===== src/rtl/scan_num_if.sv =====
// Receive-byte handshake and controller request/result bundle for the scan_num token scanner.
interface scan_num_if #(
  parameter int WIDTH = 32
);
  logic [7:0]       rx_data;
  logic             rx_vld;
  logic             rx_rdy;
  logic             req;
  logic [1:0]       mode;
  logic             ack;
  logic [WIDTH-1:0] dout;
  logic             empty;
  logic [1:0]       err;

  modport master (
    output rx_data, rx_vld, req, mode,
    input  rx_rdy, ack, dout, empty, err
  );

  modport slave (
    input  rx_data, rx_vld, req, mode,
    output rx_rdy, ack, dout, empty, err
  );
endinterface


===== src/rtl/scan_num.sv =====
// ASCII token scanner: returns a raw byte, or a hex/decimal number converted one digit per cycle,
// to the debug controller over a 4-phase req/ack handshake.
module scan_num #(
  parameter int WIDTH      = 32,
  parameter int MAX_DIGITS = 10
) (
  input  logic      clk,
  input  logic      rstn,
  scan_num_if.slave bus
);
  localparam int CW = $clog2(MAX_DIGITS + 1);
  localparam int BW = 4 * MAX_DIGITS;
  localparam int AW = WIDTH + 4;
  localparam logic [CW-1:0] MAXC = CW'(MAX_DIGITS);
  localparam logic [CW-1:0] ONE  = CW'(1);

  typedef enum logic [1:0] {IDLE, RECV, CONV, DONE} state_t;

  state_t           state, state_nxt;
  logic [1:0]       mode_q, mode_nxt;
  logic [CW-1:0]    cnt, cnt_nxt, top_idx;
  logic [BW-1:0]    digs, digs_nxt;
  logic [AW-1:0]    acc, acc_nxt, acc_step;
  logic [WIDTH-1:0] dout_q, dout_nxt;
  logic             rx_rdy_q, rx_rdy_nxt;
  logic             ack_q, ack_nxt;
  logic             empty_q, empty_nxt;
  logic [1:0]       err_q, err_nxt;
  logic [4:0]       dig_dec;
  logic [3:0]       cur_dig;
  logic             is_dec, is_cr, is_sp, is_lf, is_bs;

  function automatic logic [4:0] decode_digit(input logic [7:0] c, input logic dec_only);
    logic [4:0] r;
    r = 5'd0;
    if (c >= 8'h30 && c <= 8'h39)
      r = {1'b1, c[3:0]};
    else if (!dec_only && ((c >= 8'h41 && c <= 8'h46) || (c >= 8'h61 && c <= 8'h66)))
      r = {1'b1, c[3:0] + 4'd9};
    return r;
  endfunction

  // Digits are shifted in at the low nibble, so the oldest digit sits at nibble cnt-1.
  always_comb begin
    is_dec   = (mode_q == 2'b10);
    is_cr    = (bus.rx_data == 8'h0D);
    is_sp    = (bus.rx_data == 8'h20);
    is_lf    = (bus.rx_data == 8'h0A);
    is_bs    = (bus.rx_data == 8'h08) || (bus.rx_data == 8'h7F);
    dig_dec  = decode_digit(bus.rx_data, is_dec);
    top_idx  = (cnt == '0) ? '0 : cnt - ONE;
    cur_dig  = digs[int'(top_idx) * 4 +: 4];
    if (is_dec)
      acc_step = (acc << 3) + (acc << 1) + AW'(cur_dig);
    else
      acc_step = (acc << 4) + AW'(cur_dig);
  end

  always_ff @(posedge clk or negedge rstn) begin
    if (!rstn) begin
      state    <= IDLE;
      mode_q   <= 2'b00;
      cnt      <= '0;
      digs     <= '0;
      acc      <= '0;
      dout_q   <= '0;
      rx_rdy_q <= 1'b0;
      ack_q    <= 1'b0;
      empty_q  <= 1'b0;
      err_q    <= 2'b00;
    end else begin
      state    <= state_nxt;
      mode_q   <= mode_nxt;
      cnt      <= cnt_nxt;
      digs     <= digs_nxt;
      acc      <= acc_nxt;
      dout_q   <= dout_nxt;
      rx_rdy_q <= rx_rdy_nxt;
      ack_q    <= ack_nxt;
      empty_q  <= empty_nxt;
      err_q    <= err_nxt;
    end
  end

  always_comb begin
    state_nxt = state;
    mode_nxt  = mode_q;
    cnt_nxt   = cnt;
    digs_nxt  = digs;
    acc_nxt   = acc;
    dout_nxt  = dout_q;
    empty_nxt = empty_q;
    err_nxt   = err_q;
    case (state)
      IDLE: begin
        if (bus.req && !ack_q) begin
          mode_nxt  = bus.mode;
          cnt_nxt   = '0;
          digs_nxt  = '0;
          acc_nxt   = '0;
          dout_nxt  = '0;
          empty_nxt = 1'b0;
          err_nxt   = 2'b00;
          state_nxt = RECV;
        end
      end
      RECV: begin
        if (!bus.req) begin
          state_nxt = IDLE;
        end else if (bus.rx_vld && rx_rdy_q) begin
          if (mode_q == 2'b00) begin
            dout_nxt  = WIDTH'(bus.rx_data);
            state_nxt = DONE;
          end else if (is_lf || (is_sp && cnt == '0)) begin
          end else if (is_cr && cnt == '0) begin
            empty_nxt = 1'b1;
            dout_nxt  = '0;
            state_nxt = DONE;
          end else if (is_cr || is_sp) begin
            acc_nxt   = '0;
            state_nxt = CONV;
          end else if (is_bs) begin
            if (cnt != '0) begin
              cnt_nxt  = cnt - ONE;
              digs_nxt = digs >> 4;
            end
          end else if (dig_dec[4]) begin
            if (cnt < MAXC) begin
              cnt_nxt  = cnt + ONE;
              digs_nxt = (digs << 4) | BW'(dig_dec[3:0]);
            end else begin
              err_nxt[1] = 1'b1;
            end
          end else begin
            err_nxt[0] = 1'b1;
          end
        end
      end
      // The accumulator is re-truncated every step so the top nibble flags overflow exactly.
      CONV: begin
        if (!bus.req) begin
          state_nxt = IDLE;
        end else begin
          acc_nxt = {4'b0000, acc_step[WIDTH-1:0]};
          cnt_nxt = cnt - ONE;
          if (|acc_step[AW-1:WIDTH])
            err_nxt[1] = 1'b1;
          if (cnt == ONE) begin
            dout_nxt  = acc_step[WIDTH-1:0];
            state_nxt = DONE;
          end
        end
      end
      DONE: begin
        if (!bus.req)
          state_nxt = IDLE;
      end
      default: state_nxt = IDLE;
    endcase
    rx_rdy_nxt = (state_nxt == RECV);
    ack_nxt    = (state == DONE) && bus.req;
  end

  assign bus.rx_rdy = rx_rdy_q;
  assign bus.ack    = ack_q;
  assign bus.dout   = dout_q;
  assign bus.empty  = empty_q;
  assign bus.err    = err_q;
endmodule

===== src/flat_wrapper.sv =====
// flat-port wrapper written by rule: the top's interface ports become plain ports
module scan_num_flat 
#(
  parameter int WIDTH      = 32,
  parameter int MAX_DIGITS = 10
)
  (clk, rstn, bus_rx_data, bus_rx_vld, bus_req, bus_mode, bus_rx_rdy, bus_ack, bus_dout, bus_empty, bus_err);
  scan_num_if #(.WIDTH(WIDTH)) bus_i ();
  input  logic clk;
  input  logic rstn;
  input wire logic [$bits(bus_i.rx_data)-1:0] bus_rx_data;
  input wire logic [$bits(bus_i.rx_vld)-1:0] bus_rx_vld;
  input wire logic [$bits(bus_i.req)-1:0] bus_req;
  input wire logic [$bits(bus_i.mode)-1:0] bus_mode;
  output wire logic [$bits(bus_i.rx_rdy)-1:0] bus_rx_rdy;
  output wire logic [$bits(bus_i.ack)-1:0] bus_ack;
  output wire logic [$bits(bus_i.dout)-1:0] bus_dout;
  output wire logic [$bits(bus_i.empty)-1:0] bus_empty;
  output wire logic [$bits(bus_i.err)-1:0] bus_err;
  assign bus_i.rx_data = bus_rx_data;
  assign bus_i.rx_vld = bus_rx_vld;
  assign bus_i.req = bus_req;
  assign bus_i.mode = bus_mode;
  assign bus_rx_rdy = bus_i.rx_rdy;
  assign bus_ack = bus_i.ack;
  assign bus_dout = bus_i.dout;
  assign bus_empty = bus_i.empty;
  assign bus_err = bus_i.err;
  scan_num #(.WIDTH(WIDTH), .MAX_DIGITS(MAX_DIGITS)) u_core (.clk(clk), .rstn(rstn), .bus(bus_i));
endmodule

===== config.mk =====
export PLATFORM = sky130hd
export DESIGN_NAME = scan_num_flat
export DESIGN_NICKNAME = d
export VERILOG_FILES = /design/src/rtl/scan_num_if.sv /design/src/rtl/scan_num.sv /design/src/flat_wrapper.sv
export SDC_FILE = /design/constraint.sdc
export NUM_CORES = 1
export LEC_CHECK = 0
export CAP_MARGIN = 10
export CORE_UTILIZATION = 50
export DETAILED_ROUTE_END_ITERATION = 12
export HOLD_SLACK_MARGIN = 0.1
export MAX_ROUTING_LAYER = met4
export PLACE_DENSITY = 0.69
export REMOVE_ABC_BUFFERS = 1
export SLEW_MARGIN = 20
export SYNTH_ARGS = -nofsm -noshare
export SYNTH_HDL_FRONTEND = slang
export SYNTH_SLANG_ARGS = --single-unit
export TNS_END_PERCENT = 5

===== constraint.sdc =====
create_clock -name clk -period 13.6 [get_ports clk]
set_input_delay 1.36 -clock clk [delete_from_list [all_inputs] [get_ports clk]]
set_output_delay 1.36 -clock clk [all_outputs]
set_load 0.03 [all_outputs]

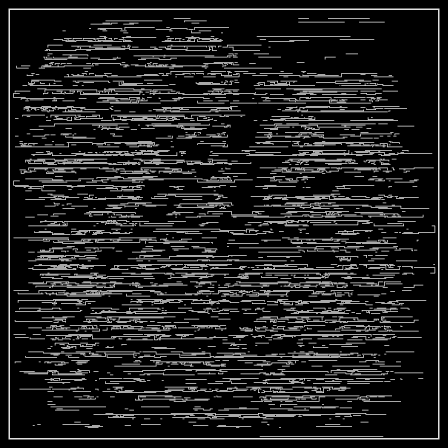
*Met1 routing, run 1*
share of all routed wire = 47%
longest straight run = 38.2 um
wire length on this layer = 10500 um
main direction = horizontal
nets with wire on the layer = 1080

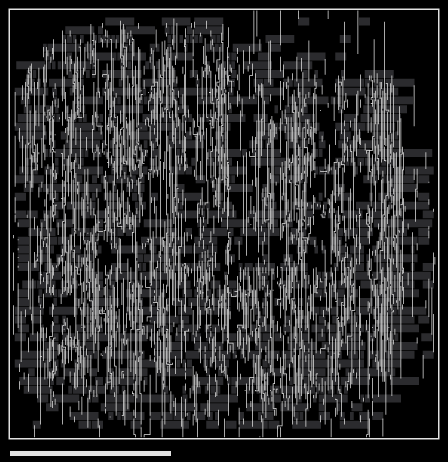
*M2 wires, run 1*
Scale bar: 50 um.
share of all routed wire = 49%
nets with wire on the layer = 928
longest straight run = 52.0 um
wire length on this layer = 11000 um

==> ds_physical_params.txt, run 1 <==
Implementation parameters

Parameter                              Value

STA
  Setup skew after layout .................. 9.08 ps
  Count of endpoints failing setup in the final report .................. 0
  Final critical path time including I/O delays and setup .................. 5920 ps
  Sum Neg Setup Slack .................. 0 ps
  Final period utilization .................. 43.5%
  Measured slew at the worst slew-check pin .................. 1110 ps
  Final critical-path setup slack .................. 7680 ps
  Number of endpoints with negative hold slack in the final report .................. 0

CTS
  Gates resized, CTS repair .................. 0
  Number of buffers created by CTS .................. 17
  Post-CTS Repair Setup Buffers .................. 0
  Reg clk slew, reported paths .................. 60 ps

Power and ir drop
  Flop pwr share .................. 29.8%
  Peak supply drop .................. 127 uV

Run status
  Result of the run .................. complete, no violations

Worst setup path
  Logic depth of the worst setup path including buffers .................. 20
  Category of the worst setup path capture point .................. flop
  Required time worst endpoint .................. 13880 ps

Global route
  Remaining global-route overflow .................. 0
  Routing usage on met1 .................. 35.5%
  Number of antenna violations at the first check in global routing .................. 0
  Total Routing Usage GR .................. 27.6%

Floorplan
  Num tapcells .................. 220
  Floorplan Utilization .................. 51.4%
  IO Pins .................. 51

Detailed routing
  Via-per-instance ratio .................. 5.87
  Total routed wire length on the met1 layer .................. 10500 um

Yosys
  Top area cells in the synthesized netlist .................. sky130_fd_sc_hd__dfrtp_1 (34%), sky130_fd_sc_hd__nand2_1 (14%), sky130_fd_sc_hd__ha_1 (11%), sky130_fd_sc_hd__o21ai_0 (6.0%), sky130_fd_sc_hd__a21oi_1 (3.0%)
  Main kind of combinational logic by area .................. simple AND/OR/NAND/NOR gates
  Synthesized cell area .................. 8550 um2
  Synth top cells by count .................. sky130_fd_sc_hd__nand2_1 (311), sky130_fd_sc_hd__dfrtp_1 (117), sky130_fd_sc_hd__o21ai_0 (102), sky130_fd_sc_hd__ha_1 (76), sky130_fd_sc_hd__clkbuf_1 (58)
  Top-area cell type share of the netlist area .................. 34.3%
  Fraction of the mapped netlist area in adder cells .................. 11.6%

Run
  Number of warnings the tools reported .................. 35

Cells and area
  Final #Nets .................. 1189
  Area of the multi-input gates .................. 5320 um2
  Sequential cells .................. 117
  Signed area change from the synthesized netlist to the final layout .................. 14.2%
  Number of logic gates .................. 883
  CLK BUF .................. 20
  N_diodes .................. 0
  Fraction of layout instances using a drive strength above 1 .................. 5.32%
  Number of non-clock inverters .................. 19
  Post-route non-filler standard cell count .................. 1330
  Biggest area consumer among cell classes .................. combinational gates

Placement
  HPWL after detailed placement .................. 15900 um

Worst hold path
  Endpoint of the worst hold-timing path .................. u_core.bus.dout[18]$_DFFE_PN0P_
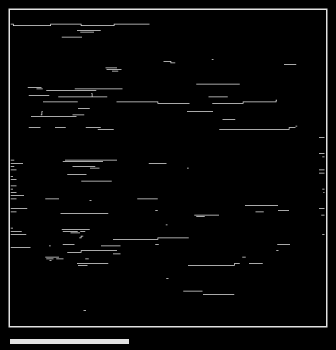
*The metal 3 layer, run 1*
Scale bar: 50 um.
wire length on this layer = 779 um
longest straight run = 29.2 um
share of all routed wire = 3.5%
nets with wire on the layer = 80
routed wire length: 22600 um
met3 track utilization from global routing: 4.60%
routed vias: 7807

### Met4 routing, run 1

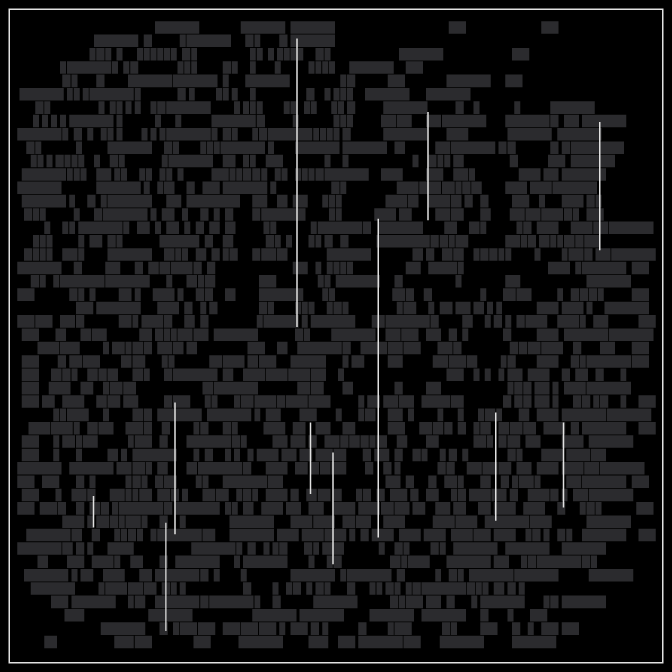

==> inputs of run 2 (changes only) <==
Clock period 13.6 ns to 5.5 ns, I/O delays scaled along.
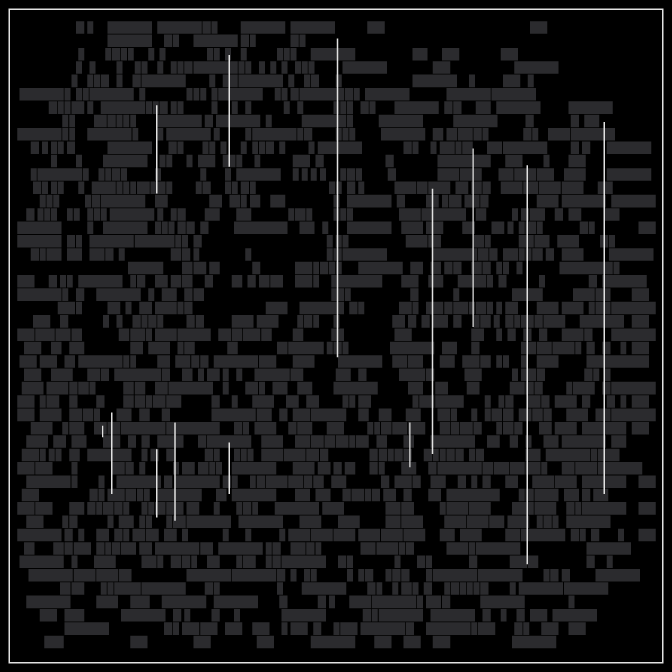
*Met4 routing, run 2*
main direction = vertical
wire length on this layer = 422 um
nets with wire on the layer = 12
routed vias: 7728
routed wire length: 22800 um

==> ds_physical_params.txt, run 2 <==
Implementation parameters

Parameter                              Value

Floorplan
  IO Pins .................. 51 (unchanged)
  Num tapcells .................. 220 (unchanged)
  Floorplan Utilization .................. 51.4% (unchanged)
  Floorplan die area .................. 17600 um2
  Core Footprint .................. 16600 um2

STA
  Final critical-path setup slack .................. 321 ps (-7360 ps)
  Number of endpoints with negative hold slack in the final report .................. 0 (unchanged)
  Count of endpoints failing setup in the final report .................. 0 (unchanged)
  Worst hold-check slack .................. 147 ps
  Number of pins with negative max-slew slack in the final report .................. 0
  Final period utilization .................. 94.2% (+51 points)
  Measured slew at the worst slew-check pin .................. 951 ps (-154 ps)
  Final critical path time including I/O delays and setup .................. 5180 ps (-737 ps)
  Sum Neg Setup Slack .................. 0 ps (unchanged)
  Setup skew after layout .................. 8.03 ps (-1.05 ps)

CTS
  Hold-fix buffers, CTS .................. 0
  Root buffer cell .................. sky130_fd_sc_hd__clkbuf_16
  Gates resized, CTS repair .................. 0 (unchanged)
  Number of buffers created by CTS .................. 17 (unchanged)
  Clock tree from TritonCTS .................. yes
  Reg clk slew, reported paths .................. 60 ps (about the same)
  Post-CTS Repair Setup Buffers .................. 0 (unchanged)

Cells and area
  Number of non-clock inverters .................. 19 (unchanged)
  Area of the multi-input gates .................. 5340 um2 (+0.33%)
  Final #Nets .................. 1195 (+0.50%)
  N_diodes .................. 0 (unchanged)
  Biggest area consumer among cell classes .................. combinational gates
  Signed area change from the synthesized netlist to the final layout .................. 15.2%
  Fraction of layout instances using a drive strength above 1 .................. 6.10% (+0.78 points)
  Post-route non-filler standard cell count .................. 1335 (+0.38%)
  Most numerous logic cell after layout .................. sky130_fd_sc_hd__nand2_1
  Sequential cells .................. 117 (unchanged)
  CLK BUF .................. 19 (-5.0%)
  Number of logic gates .................. 883 (unchanged)

Global route
  Remaining global-route overflow .................. 0 (unchanged)
  Total Routing Usage GR .................. 28.0% (+0.40 points)
  Number of antenna violations at the first check in global routing .................. 0 (unchanged)
  Routing usage on met1 .................. 35.1% (-0.38 points)
  Met3 track utilization from global routing .................. 4.56% (-0.038 points)

Worst setup path
  Category of the worst setup path capture point .................. flop
  Logic depth of the worst setup path including buffers .................. 19 (-5.0%)
  Library cell contributing the largest single delay on the critical path .................. sky130_fd_sc_hd__fa_1
  Required time worst endpoint .................. 5810 ps (-8070 ps)
  Startpoint class of the critical path .................. flop
  Crit-path max cell delay .................. 500 ps
  Cell Chain, Critical Path .................. inv_1 > ha_1 > nor3b_4 > or2_2 > a221oi_1 > a31oi_1 > o2111ai_1 > o21ai_1 > fa_1 > ha_1 > a211o_1 > a211oi_4 > nor4_1 > a211o_1 > a31o_2 > mux2i_1 > a2111oi_1 > a31o_1 > mux2_4
  Worst r2r path cells .................. 19
  Reg-to-Reg Start .................. u_core.cnt[1]$_DFFE_PN0P_
  Worst path top cell family by delay .................. AND-OR/OR-AND gates

Power and ir drop
  Net switching power .................. 1.35 mW
  Flop pwr share .................. 29.1% (-0.7 points)
  Leak pwr .................. 4.52 nW
  Total design power .................. 3.41 mW
  Peak supply drop .................. 298 uV (+130%)
  Power attributed to the clock group .................. 1.15 mW

Detailed routing
  Number of detailed-routing iterations run before antenna repair .................. 5
  Via-per-instance ratio .................. 5.79 (-1.4%)
  Total routed wire length on the met1 layer .................. 10500 um (-0.19%)
  Top routing layer used .................. met4

Yosys
  Count of library flops with an enable pin .................. 0
  Synth top cells by count .................. sky130_fd_sc_hd__nand2_1 (311), sky130_fd_sc_hd__dfrtp_1 (117), sky130_fd_sc_hd__o21ai_0 (102), sky130_fd_sc_hd__ha_1 (76), sky130_fd_sc_hd__clkbuf_1 (58)
  Main kind of combinational logic by area .................. simple AND/OR/NAND/NOR gates
  Top-area cell type share of the netlist area .................. 34.3% (unchanged)
  Top area cells in the synthesized netlist .................. sky130_fd_sc_hd__dfrtp_1 (34%), sky130_fd_sc_hd__nand2_1 (14%), sky130_fd_sc_hd__ha_1 (11%), sky130_fd_sc_hd__o21ai_0 (6.0%), sky130_fd_sc_hd__a21oi_1 (3.0%)
  Sequential share of the synthesized area .................. 34.3%
  Fraction of the mapped netlist area in adder cells .................. 11.6% (unchanged)
  Synthesized cell area .................. 8550 um2 (unchanged)

Run
  Number of warnings the tools reported .................. 35 (unchanged)

Placement
  HPWL after detailed placement .................. 16200 um (+2.0%)
  Setup WS pre-CTS .................. 151 ps

Run status
  Result of the run .................. complete, no violations
==> inputs of run 3 (changes only) <==
Settings changed: ABC_AREA set to 0.
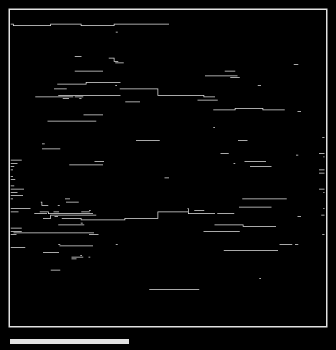
*The metal 3 layer, run 3*
Scale bar: 50 um.
wire length on this layer = 793 um
longest straight run = 33.6 um
nets with wire on the layer = 79
share of all routed wire = 3.5%

==> ds_physical_params.txt, run 3 <==
Implementation parameters

Parameter                              Value

Worst setup path
  Library cell contributing the largest single delay on the critical path .................. sky130_fd_sc_hd__fa_1
  Cell Chain, Critical Path .................. inv_1 > ha_1 > nor3b_4 > or2_2 > a221oi_1 > a31oi_1 > o2111ai_1 > o21ai_1 > fa_1 > ha_1 > a211o_1 > a211oi_4 > nor4_1 > a211o_1 > a31o_2 > mux2i_1 > a2111oi_1 > a31o_1 > mux2_4
  Worst path top cell family by delay .................. AND-OR/OR-AND gates
  Startpoint class of the critical path .................. flop
  Worst r2r path cells .................. 19 (unchanged)
  Logic depth of the worst setup path including buffers .................. 19 (unchanged)
  Category of the worst setup path capture point .................. flop

CTS
  Clock tree from TritonCTS .................. yes
  Root buffer cell .................. sky130_fd_sc_hd__clkbuf_16
  Post-CTS Repair Setup Buffers .................. 0 (unchanged)
  Number of buffers created by CTS .................. 17 (unchanged)
  Gates resized, CTS repair .................. 0 (unchanged)

Yosys
  Main kind of combinational logic by area .................. simple AND/OR/NAND/NOR gates
  Synth top cells by count .................. sky130_fd_sc_hd__nand2_1 (311), sky130_fd_sc_hd__dfrtp_1 (117), sky130_fd_sc_hd__o21ai_0 (102), sky130_fd_sc_hd__ha_1 (76), sky130_fd_sc_hd__clkbuf_1 (58)
  Top-area cell type share of the netlist area .................. 34.3% (unchanged)
  Top area cells in the synthesized netlist .................. sky130_fd_sc_hd__dfrtp_1 (34%), sky130_fd_sc_hd__nand2_1 (14%), sky130_fd_sc_hd__ha_1 (11%), sky130_fd_sc_hd__o21ai_0 (6.0%), sky130_fd_sc_hd__a21oi_1 (3.0%)
  Synthesized cell area .................. 8550 um2 (unchanged)
  Sequential share of the synthesized area .................. 34.3% (unchanged)
  Count of library flops with an enable pin .................. 0 (unchanged)

STA
  Setup skew after layout .................. 8.03 ps (unchanged)
  Sum Neg Setup Slack .................. 0 ps (unchanged)
  Number of pins with negative max-slew slack in the final report .................. 0 (unchanged)
  Measured slew at the worst slew-check pin .................. 951 ps (unchanged)
  Final period utilization .................. 94.2% (unchanged)
  Number of endpoints with negative hold slack in the final report .................. 0 (unchanged)
  Final critical-path setup slack .................. 321 ps (unchanged)
  Count of endpoints failing setup in the final report .................. 0 (unchanged)
  Worst hold-check slack .................. 147 ps (unchanged)

Cells and area
  Signed area change from the synthesized netlist to the final layout .................. 15.2% (unchanged)
  Post-route non-filler standard cell count .................. 1335 (unchanged)
  Number of logic gates .................. 883 (unchanged)
  Area of the multi-input gates .................. 5340 um2 (unchanged)
  Most numerous logic cell after layout .................. sky130_fd_sc_hd__nand2_1
  CLK BUF .................. 19 (unchanged)
  Fraction of layout instances using a drive strength above 1 .................. 6.10% (unchanged)
  Final #Nets .................. 1195 (unchanged)
  Number of non-clock inverters .................. 19 (unchanged)

Floorplan
  Core Footprint .................. 16600 um2 (unchanged)
  Num tapcells .................. 220 (unchanged)
  IO Pins .................. 51 (unchanged)

Placement
  Setup WS pre-CTS .................. 151 ps (unchanged)
  HPWL after detailed placement .................. 16200 um (unchanged)

Power and ir drop
  Net switching power .................. 1.35 mW (unchanged)
  Power attributed to the clock group .................. 1.15 mW (about the same)
  Peak supply drop .................. 298 uV (unchanged)
  Flop pwr share .................. 29.1% (about the same)
  Leak pwr .................. 4.52 nW (unchanged)

Detailed routing
  Number of detailed-routing iterations run before antenna repair .................. 5 (unchanged)
  Top routing layer used .................. met4

Global route
  Number of antenna violations at the first check in global routing .................. 0 (unchanged)
  Routing usage on met1 .................. 35.1% (unchanged)

Run status
  Result of the run .................. complete, no violations

Run
  Number of warnings the tools reported .................. 35 (unchanged)
No activity file was given, so power comes from the tool's default toggle rates.
